File: src/rtl/pong_match_ctrl.sv
// Pong match sequencer: gates ball motion, keeps score, declares a winner,
// and paces serve/point pauses in whole video frames.
module pong_match_ctrl #(
  parameter int unsigned WIN_SCORE    = 7,
  parameter int unsigned SERVE_FRAMES = 60,
  parameter int unsigned POINT_FRAMES = 90
) (
  input  logic       clk_in,
  input  logic       i_rst,
  input  logic       frame_end,
  input  logic       btn_start,
  input  logic       pointPlayer1,
  input  logic       pointPlayer2,
  output logic       ball_run,
  output logic       ball_reset,
  output logic       serve_dir,
  output logic [3:0] score1,
  output logic [3:0] score2,
  output logic [1:0] winner,
  output logic [2:0] state_o
);

  localparam int unsigned SW = 4;
  localparam int unsigned CW = 8;
  localparam logic [CW-1:0] SERVE_LAST = CW'(SERVE_FRAMES - 1);
  localparam logic [CW-1:0] POINT_LAST = CW'(POINT_FRAMES - 1);
  localparam logic [SW-1:0] WIN_PTS    = SW'(WIN_SCORE);

  typedef enum logic [2:0] {
    IDLE     = 3'd0,
    SERVE    = 3'd1,
    PLAY     = 3'd2,
    POINT    = 3'd3,
    GAMEOVER = 3'd4
  } state_t;

  state_t        state_q, state_d;
  logic [CW-1:0] cnt_q, cnt_d;
  logic          btn_q, btn_d;
  logic          btn_dly_q, btn_dly_d;
  logic [SW-1:0] score1_q, score1_d;
  logic [SW-1:0] score2_q, score2_d;
  logic [1:0]    winner_q, winner_d;
  logic          serve_dir_q, serve_dir_d;
  logic          ball_reset_q, ball_reset_d;
  logic          ball_run_q, ball_run_d;
  logic          start_c;

  always_ff @(posedge clk_in) begin
    if (i_rst) begin
      state_q      <= IDLE;
      cnt_q        <= '0;
      btn_q        <= 1'b0;
      btn_dly_q    <= 1'b0;
      score1_q     <= '0;
      score2_q     <= '0;
      winner_q     <= 2'b00;
      serve_dir_q  <= 1'b0;
      ball_reset_q <= 1'b0;
      ball_run_q   <= 1'b0;
    end else begin
      state_q      <= state_d;
      cnt_q        <= cnt_d;
      btn_q        <= btn_d;
      btn_dly_q    <= btn_dly_d;
      score1_q     <= score1_d;
      score2_q     <= score2_d;
      winner_q     <= winner_d;
      serve_dir_q  <= serve_dir_d;
      ball_reset_q <= ball_reset_d;
      ball_run_q   <= ball_run_d;
    end
  end

  assign start_c = btn_q & ~btn_dly_q;

  always_comb begin
    state_d      = state_q;
    cnt_d        = cnt_q;
    btn_d        = btn_start;
    btn_dly_d    = btn_q;
    score1_d     = score1_q;
    score2_d     = score2_q;
    winner_d     = winner_q;
    serve_dir_d  = serve_dir_q;
    ball_reset_d = 1'b0;

    case (state_q)
      IDLE, GAMEOVER: begin
        if (start_c) begin
          score1_d     = '0;
          score2_d     = '0;
          winner_d     = 2'b00;
          serve_dir_d  = 1'b0;
          ball_reset_d = 1'b1;
          state_d      = SERVE;
        end
      end
      SERVE: begin
        if (frame_end) begin
          if (cnt_q == SERVE_LAST) state_d = PLAY;
          else                     cnt_d   = cnt_q + CW'(1);
        end
      end
      PLAY: begin
        // Player 1 wins a simultaneous report; frame_end is irrelevant here.
        if (pointPlayer1) begin
          score1_d    = score1_q + SW'(1);
          serve_dir_d = 1'b0;
          state_d     = POINT;
        end else if (pointPlayer2) begin
          score2_d    = score2_q + SW'(1);
          serve_dir_d = 1'b1;
          state_d     = POINT;
        end
      end
      POINT: begin
        if (frame_end) begin
          if (cnt_q == POINT_LAST) begin
            if (score1_q >= WIN_PTS) begin
              winner_d = 2'b01;
              state_d  = GAMEOVER;
            end else if (score2_q >= WIN_PTS) begin
              winner_d = 2'b10;
              state_d  = GAMEOVER;
            end else begin
              ball_reset_d = 1'b1;
              state_d      = SERVE;
            end
          end else begin
            cnt_d = cnt_q + CW'(1);
          end
        end
      end
      default: state_d = IDLE;
    endcase

    // Every state entry restarts the frame pacing from zero.
    if (state_d != state_q) cnt_d = '0;
    ball_run_d = (state_d == PLAY);
  end

  assign ball_run   = ball_run_q;
  assign ball_reset = ball_reset_q;
  assign serve_dir  = serve_dir_q;
  assign score1     = score1_q;
  assign score2     = score2_q;
  assign winner     = winner_q;
  assign state_o    = state_q;

endmodule

File: config.mk
export PLATFORM = sky130hd
export DESIGN_NAME = pong_match_ctrl
export DESIGN_NICKNAME = d
export VERILOG_FILES = /design/src/rtl/pong_match_ctrl.sv
export SDC_FILE = /design/constraint.sdc
export NUM_CORES = 1
export LEC_CHECK = 0
export CORE_MARGIN = 2
export CORE_UTILIZATION = 50
export DETAILED_ROUTE_END_ITERATION = 10
export PLACE_DENSITY = 0.74
export REMOVE_ABC_BUFFERS = 1
export SYNTH_ARGS = -nofsm -noshare
export SYNTH_HDL_FRONTEND = slang
export SYNTH_SLANG_ARGS = --single-unit
File: constraint.sdc
create_clock -name clk_in -period 2.16 [get_ports clk_in]
set_clock_uncertainty 0.15 [all_clocks]
set_input_delay 0.432 -clock clk_in [delete_from_list [all_inputs] [get_ports clk_in]]
set_output_delay 0.432 -clock clk_in [all_outputs]
set_load 0.1 [all_outputs]
### Congestion heat map, run 1

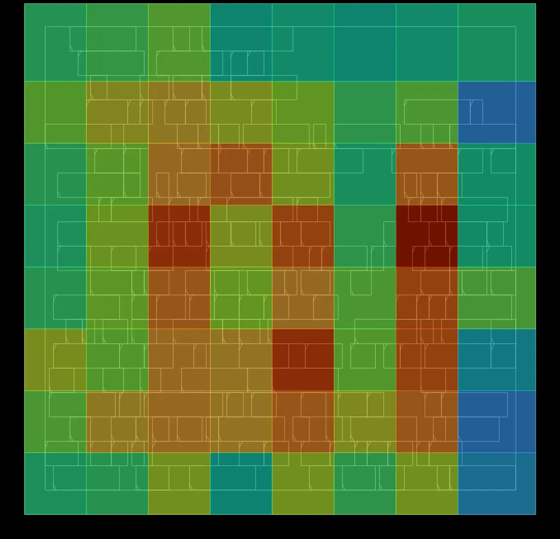
Total Routing Usage GR: 19.7%
Final Core Density: 65.1%
met2 global-route usage: 34.6%
met1 Usage GRT: 24.4%
grt met3 use: 2.95%

### Routed metal, one colour a layer, run 1

Two of the layers only.
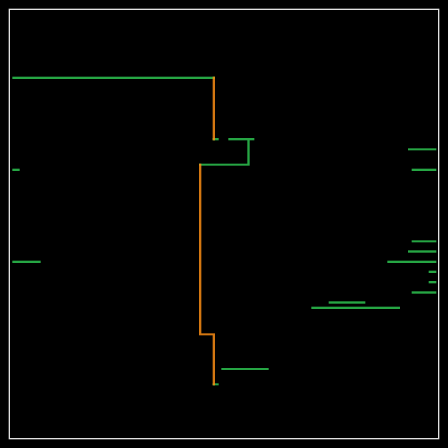
layer	colour	wire length
M4	orange	39.2 um
M3	green	89.4 um
Vias: 1179
WL per Instance: 14.2 um

### Ports around the boundary, run 1

Pins as bars across the die edge, other pins in grey.
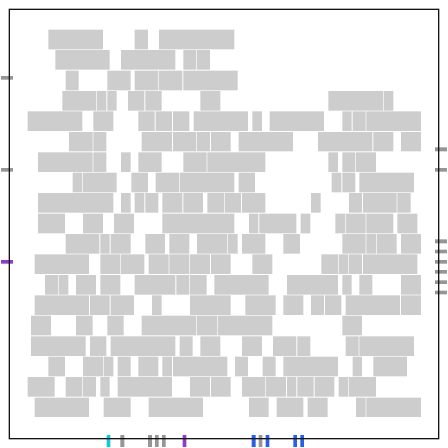
port	colour	pins	direction	edge
`btn_start`	cyan	1	input	bottom
`winner`	purple	2	output	1 bottom, 1 left
`score2`	blue	4	output	bottom
all pins by edge	11 bottom, 8 right, 3 left
# port buffers: 21
Die W: 57.0 um

[run 1: flip-flops by register name (all words and copies together), names as in the netlist]
register and cells:
ball_reset 1, ball_run 1, btn_dly_d 1, btn_dly_q 1, cnt_q 8, score1 4, score2 4, serve_dir 1
state_o 3, winner 2
[run 1: worst min-delay path by stage]
| stage | from | end | slack (ps) | cells after the start |
|---|---|---|---|---|
| after floorplan | btn_dly_d | btn_dly_q | 310 | 1 |
| after detailed placement | btn_dly_d | btn_dly_q | 330 | 1 |
| after CTS | btn_dly_d | btn_dly_q | 360 | 1 |
| after global placement | btn_dly_d | btn_dly_q | 330 | 1 |
| after global routing | btn_dly_d | btn_dly_q | 370 | 1 |
| final | btn_dly_d | btn_dly_q | 350 | 1 |
[run 1: metal layers]
layer | global-route usage (%) | part of all wire (%)
met3 | 2.95 | 3.0
met5 | 0 | 0
met4 | 7.31 | 1.3
met1 | 24.4 | 45
met2 | 34.6 | 50
[run 1: cell type report]
cell class              count  area (um^2)  area share (%)
inverters                   2         7.51           0.426
repair buffers             35          313            17.7
flip-flops and latches     26          520            29.5
clock buffers               4         36.3            2.06
multi-input cells         115          848            48.1
well taps                  31         38.8            2.20
[run 1: power by group]
| group | leakage (uW) | switching [uW] | total (uW) | internal [uW] |
|---|---|---|---|---|
| Clock | 0.0000210 | 150 | 254 | 103 |
| Sequential | 0.000210 | 6.52 | 492 | 485 |
| Combinational | 0.000428 | 64.1 | 111 | 46.8 |
[run 1: worst max-delay path: cells and delay by family (launching register included)]
family	cells	cell delay, ps
AND/OR/NAND/NOR	3	780
flip-flops	1	500
AND-OR/OR-AND	2	490
[run 1: repair_timing]
item                       in CTS  in global routing
gates resized                   0                  1
setup endpoints to repair       0                  1
hold endpoints to repair        0                  0
==> impl_metrics.csv, run 1 <==
group,metric,value,unit
routing,wl,3020,um
finish,nNetsFinal,193,
setup_path,timing_worst_setup_path_type,"flip-flop to flip-flop",
floorplanning,chip_area,3250,um^2
synth,common_cells,"dfxtp_1 (26), nor2_1 (19), a21oi_1 (12)",
global_route,grt_pass1_vias,1157,
global_route,grt_pass1_wl,5090,um
sta,timing.final.crit_share,94.0,%
finish,final_area,1760,um^2
placed_design,dp.cells,209,
sta,slew_violations,0,
synth,aoi_share,16.4,%
sta,rsz0062_at_grt,"no",
floorplanning,fp_util,51.8,%
synth,yosys.area.top_type,"dfxtp_1",
synth,top_cells_by_area,"dfxtp_1 (37%), nor2_1 (5.1%), a21oi_1 (4.3%)",
synth,xor_share,5.00,%
clocking,ctsHtreeMaxLevel,1,
setup_path,r2r_start,"state_o[0]",
sta,hold_viol_final,0,
setup_path,cpMaxStageDelayCell,"dfxtp_1",
clocking,cts_sinks,26,
finish,layout_top_cells,"buf_4 (27), dfxtp_1 (26), nor2_1 (19)",
finish,nFillCells,235,
status,status,"finished, final reports clean",
sta,max_slew.worst_pin.slew,484,ps
finish,area_delta_synth_final,25.8,%
clocking,clock_latency,340,ps
flow_run,warnings,26,
clocking,cts_tree,"built",
routing,drt_pre_antenna_iters,6,
sta,max_freq,493,MHz
sta,fin_crit,2030,ps
clocking,holdBufCountCts,0,
synth,simple_gate_area_share,34.5,%
power,power_density,485,nW/um^2
setup_path,r2r_end,"cnt_q[3]",
synth,topCombFamilyByArea,"simple AND/OR/NAND/NOR gates",
clocking,cts_buffers,3,
finish,lay_top_count,"buf_4",
power,total_power,856,uW
synth,yosys_area,1400,um^2
synth,synth.distinct_cells,44,
routing,dr.first_iter.drc_count,34,
sta,setup_viol,0,
finish,drive_gt1_share,28.0,%
global_route,grt_max_degree,18,
placed_design,dpl.hpwl,2370,um
routing,ant_nets,0,
clocking,clk_path_buf_depth,2,
==> run 2, diff against run 1 <==
- CTS_BUF_LIST: unset -> sky130_fd_sc_hd__clkbuf_4 sky130_fd_sc_hd__clkbuf_8
==> run 2 against run 1 <==
Effect of this change: design area is the same; worst hold slack unchanged; register-to-register slack is essentially flat; core utilization stayed put; die area unchanged; fmax is the same; critical path depth stayed put; area after synthesis unchanged; sequential share of layout area unchanged; sequential power about the same; routed wire length did not move; power unchanged; largest cell class unchanged.
==> impl_metrics.csv, run 2 <==
group,metric,value,unit
status,status,"finished, final reports clean",
synth,top_cells_by_area,"dfxtp_1 (37%), nor2_1 (5.1%), a21oi_1 (4.3%)",
finish,layout_top_cells,"buf_4 (27), dfxtp_1 (26), nor2_1 (19)",
hold_path,hold_end,"btn_dly_q",
routing,vias,1179,
sta,rsz0062_at_grt,"no",
global_route,grt_max_degree,18,
flow_run,warnings,26,
global_route,grt_pass1_vias,1157,
finish,nFillCells,235,
setup_path,timing_worst_setup_path_type,"flip-flop to flip-flop",
placed_design,dp.cells,209,
floorplanning,fp_util,51.8,%
routing,post_drt_wl_per_cell,14.2,um
placed_design,dpl.hpwl,2370,um
sta,slew_violations,0,
sta,setup_viol,0,
finish,drive_gt1_share,28.0,%
floorplanning,chip_area,3250,um^2
finish,lay_top_count,"buf_4",
setup_path,r2r_end,"cnt_q[3]",
finish,largest_register_ffs,8,
setup_path,r2r_start,"state_o[0]",
floorplanning,die_x,57.0,um
routing,wl,3020,um
finish,nNetsFinal,193,
routing,dr.first_iter.drc_count,34,
sta,max_freq,493,MHz
-- run 2: final cells by class --
type                       instances  area [um^2]  share of cell area (%)
clock buffer                       4         36.3                    2.06
tap                               31         38.8                    2.20
timing repair buffer              35          313                    17.7
sequential                        26          520                    29.5
inverter                           2         7.51                   0.426
multi-input combinational        115          848                    48.1
-- run 2: metal layers --
layer	GRT usage [%]	up-vias	part of all wire, %
li1	-	599	-
met1	24.4	556	45
met2	34.6	20	50
met3	2.95	4	3.0
met4	7.31	0	1.3
met5	0	-	0
-- run 2: worst max-delay path, cell delays in order (launching register included) --
cell and delay, ps:
dfxtp_1 500, nand3b_1 200, or3_4 470, o21ai_2 190, a2bb2oi_4 300, nor3_1 110
-- run 2: report_power, final --
part           switching (uW)  leakage, uW  internal (uW)
clock                     150    0.0000210            103
sequential               6.52     0.000210            485
combinational            64.1     0.000428           46.8
-- run 2: cells by family (layout without fill, tap and decap cells) --
| kind of cell | count (synthesis) | count (layout) | synth area share [%] |
|---|---|---|---|
| and+or+nand+nor | 76 | 76 | 34.5 |
| DFF | 26 | 26 | 37.1 |
| adders and majority gates | 4 | 4 | 3.57 |
| muxes | 1 | 1 | 0.714 |
| buffers and inverters | 6 | 41 | 2.68 |
| xor gates and xnor gates | 8 | 8 | 5.00 |
| AOI/OAI and AO/OA | 26 | 26 | 16.4 |
-- run 2: stage by stage --
stage,worst slack [ps],utilization [%],setup TNS (ps)
floorplan,-533,-,-7580
global placement,-121,63.6,-1030
detailed placement,-192,63.6,-1570
CTS,93.5,65.0,0
global route,24.4,65.1,0
finish,131,65.1,0
-- run 2: what timing repair did --
item	in CTS	in global routing
gates resized	0	1
setup endpoints to repair	0	1
buffers inserted	0	0
hold endpoints to repair	0	0
### Ports around the boundary, run 2

Pins as bars across the die edge, other pins in grey.
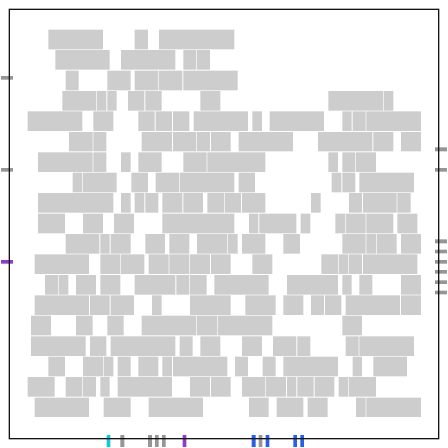
port	colour	pins	direction	edge
`winner`	purple	2	output	1 bottom, 1 left
`btn_start`	cyan	1	input	bottom
`score2`	blue	4	output	bottom
Die H: 57.0 um

### Congestion heat map, run 2

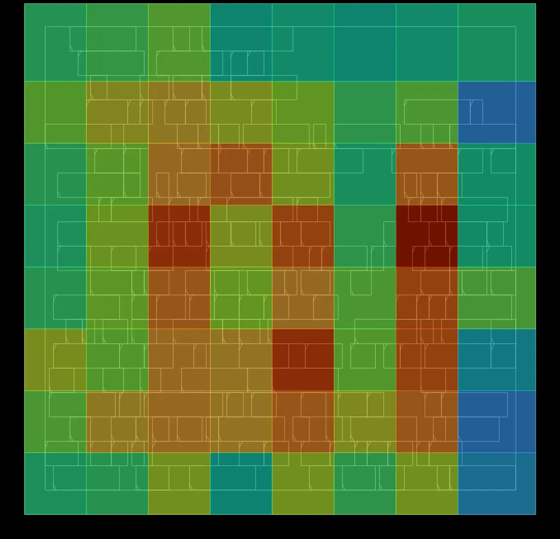
layer with the highest usage: met2

==> run 3, diff against run 2 <==
- GPL_TIMING_DRIVEN: unset -> 0
### Clock network drawn from the DEF, run 3

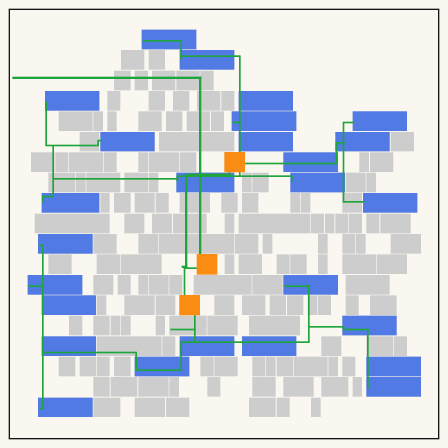
[clock wires] green | length: 298 um
[flip-flops] blue | count: 26
[clock-net drivers] orange | count: 3
routed clock nets	4
flops lie	widely spread

==> run 3 against run 2 <==
Effect of this change: power down 2.9%; die area unchanged; core utilization down 2.6 points; critical path depth down 4; cell count down 6.1%; register-to-register slack about the same; critical endpoint is now serve_dir; largest power group unchanged.
==> impl_metrics.csv, run 3 <==
group,metric,value,unit
status,status,"finished, final reports clean",
hold_path,min-delay-start,"btn_dly_d",
setup_path,cpMaxStageDelayCell,"clkdlybuf4s15_1",
sta,fin_crit,2100,ps
synth,synth.distinct_cells,44,
finish,largest_register_ffs,8,
flow_run,warnings,26,
sta,hold_viol_final,0,
routing,vias,1167,
setup_path,path_buffers,1,
hold_path,hold_end,"btn_dly_q",
hold_path,whs_path_depth,1,
sta,setup-tns-final,0,ps
placed_design,dpl.hpwl,2080,um
routing,dr.first_iter.drc_count,43,
clocking,cts_buffers,3,
power,powerComb,93.5,uW
power,top_power_group,"sequential cells",
placed_design,io_buffers,21,
synth,yosys.area.top_type,"dfxtp_1",
synth,common_cells,"dfxtp_1 (26), nor2_1 (19), a21oi_1 (12)",
### Ports around the boundary, run 3

Pins as bars across the die edge, other pins in grey.
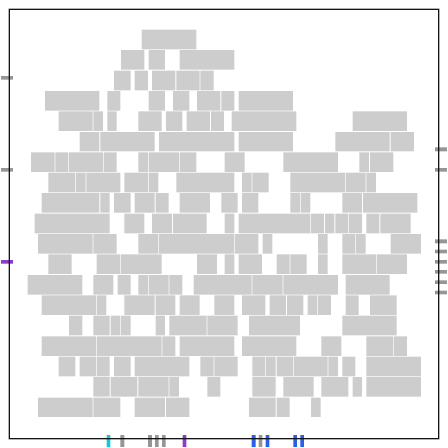
port	colour	pins	direction	edge
`btn_start`	cyan	1	input	bottom
`winner`	purple	2	output	1 bottom, 1 left
`score2`	blue	4	output	bottom
all pins by edge	11 bottom, 8 right, 3 left

-- run 3: kinds of logic (layout without fill, tap and decap cells) --
group	Yosys count	count (layout)	share of synthesized area [%]
adders and majority gates	4	4	3.57
xor gates and xnor gates	8	8	5.00
muxes	1	1	0.714
DFF	26	26	37.1
and+or+nand+nor	76	76	34.5
AOI/OAI and AO/OA	26	26	16.4
buffers and inverters	6	28	2.68
-- run 3: area by class of cell --
class	instances	area [um^2]	area share, %
Multi-Input combinational cell	115	877	51.8
Sequential cell	26	527	31.1
Tap cell	31	38.8	2.29
Clock buffer	4	36.3	2.14
Timing Repair Buffer	22	208	12.3
Inverter	2	7.51	0.443
-- run 3: worst register-to-register path, delay by kind of cell, from the launching register on --
kind	cells	cell delay, ps
simple gates	3	870
compound gates	2	500
flops	1	410
-- run 3: worst max-delay path by stage --
stage | start | end | slack, ps | cells past startpoint
floorplan | state_o[0] | cnt_q[0] | -530 | 5
global placement | frame_end | cnt_q[7] | -260 | 6
detailed placement | frame_end | cnt_q[3] | -290 | 6
CTS | score2[1] | score2[1] | 0.02 | 1
global route | winner[1] | winner[1] | 7 | 1
finish | serve_dir | serve_dir | 60 | 1
-- run 3: metrics by stage --
stage / power (uW) / util [%] / setup WS, ps
floorplan: 568 / - / -533
global placement: 597 / 59.8 / -262
detailed placement: 599 / 59.8 / -288
CTS: 839 / 62.0 / 0.0153
global route: 864 / 62.5 / 6.51
finish: 831 / 62.5 / 55.5
-- run 3: layer usage --
metal | vias to the layer above | routed length, um | track usage, %
met5 | - | 0 | 0
met4 | 0 | 36 | 5.32
met3 | 4 | 76 | 2.95
met2 | 15 | 1370 | 31.7
met1 | 564 | 1380 | 25.6
li1 | 584 | - | -
Power figures rest on the tool's default switching activity, not on a simulated workload.
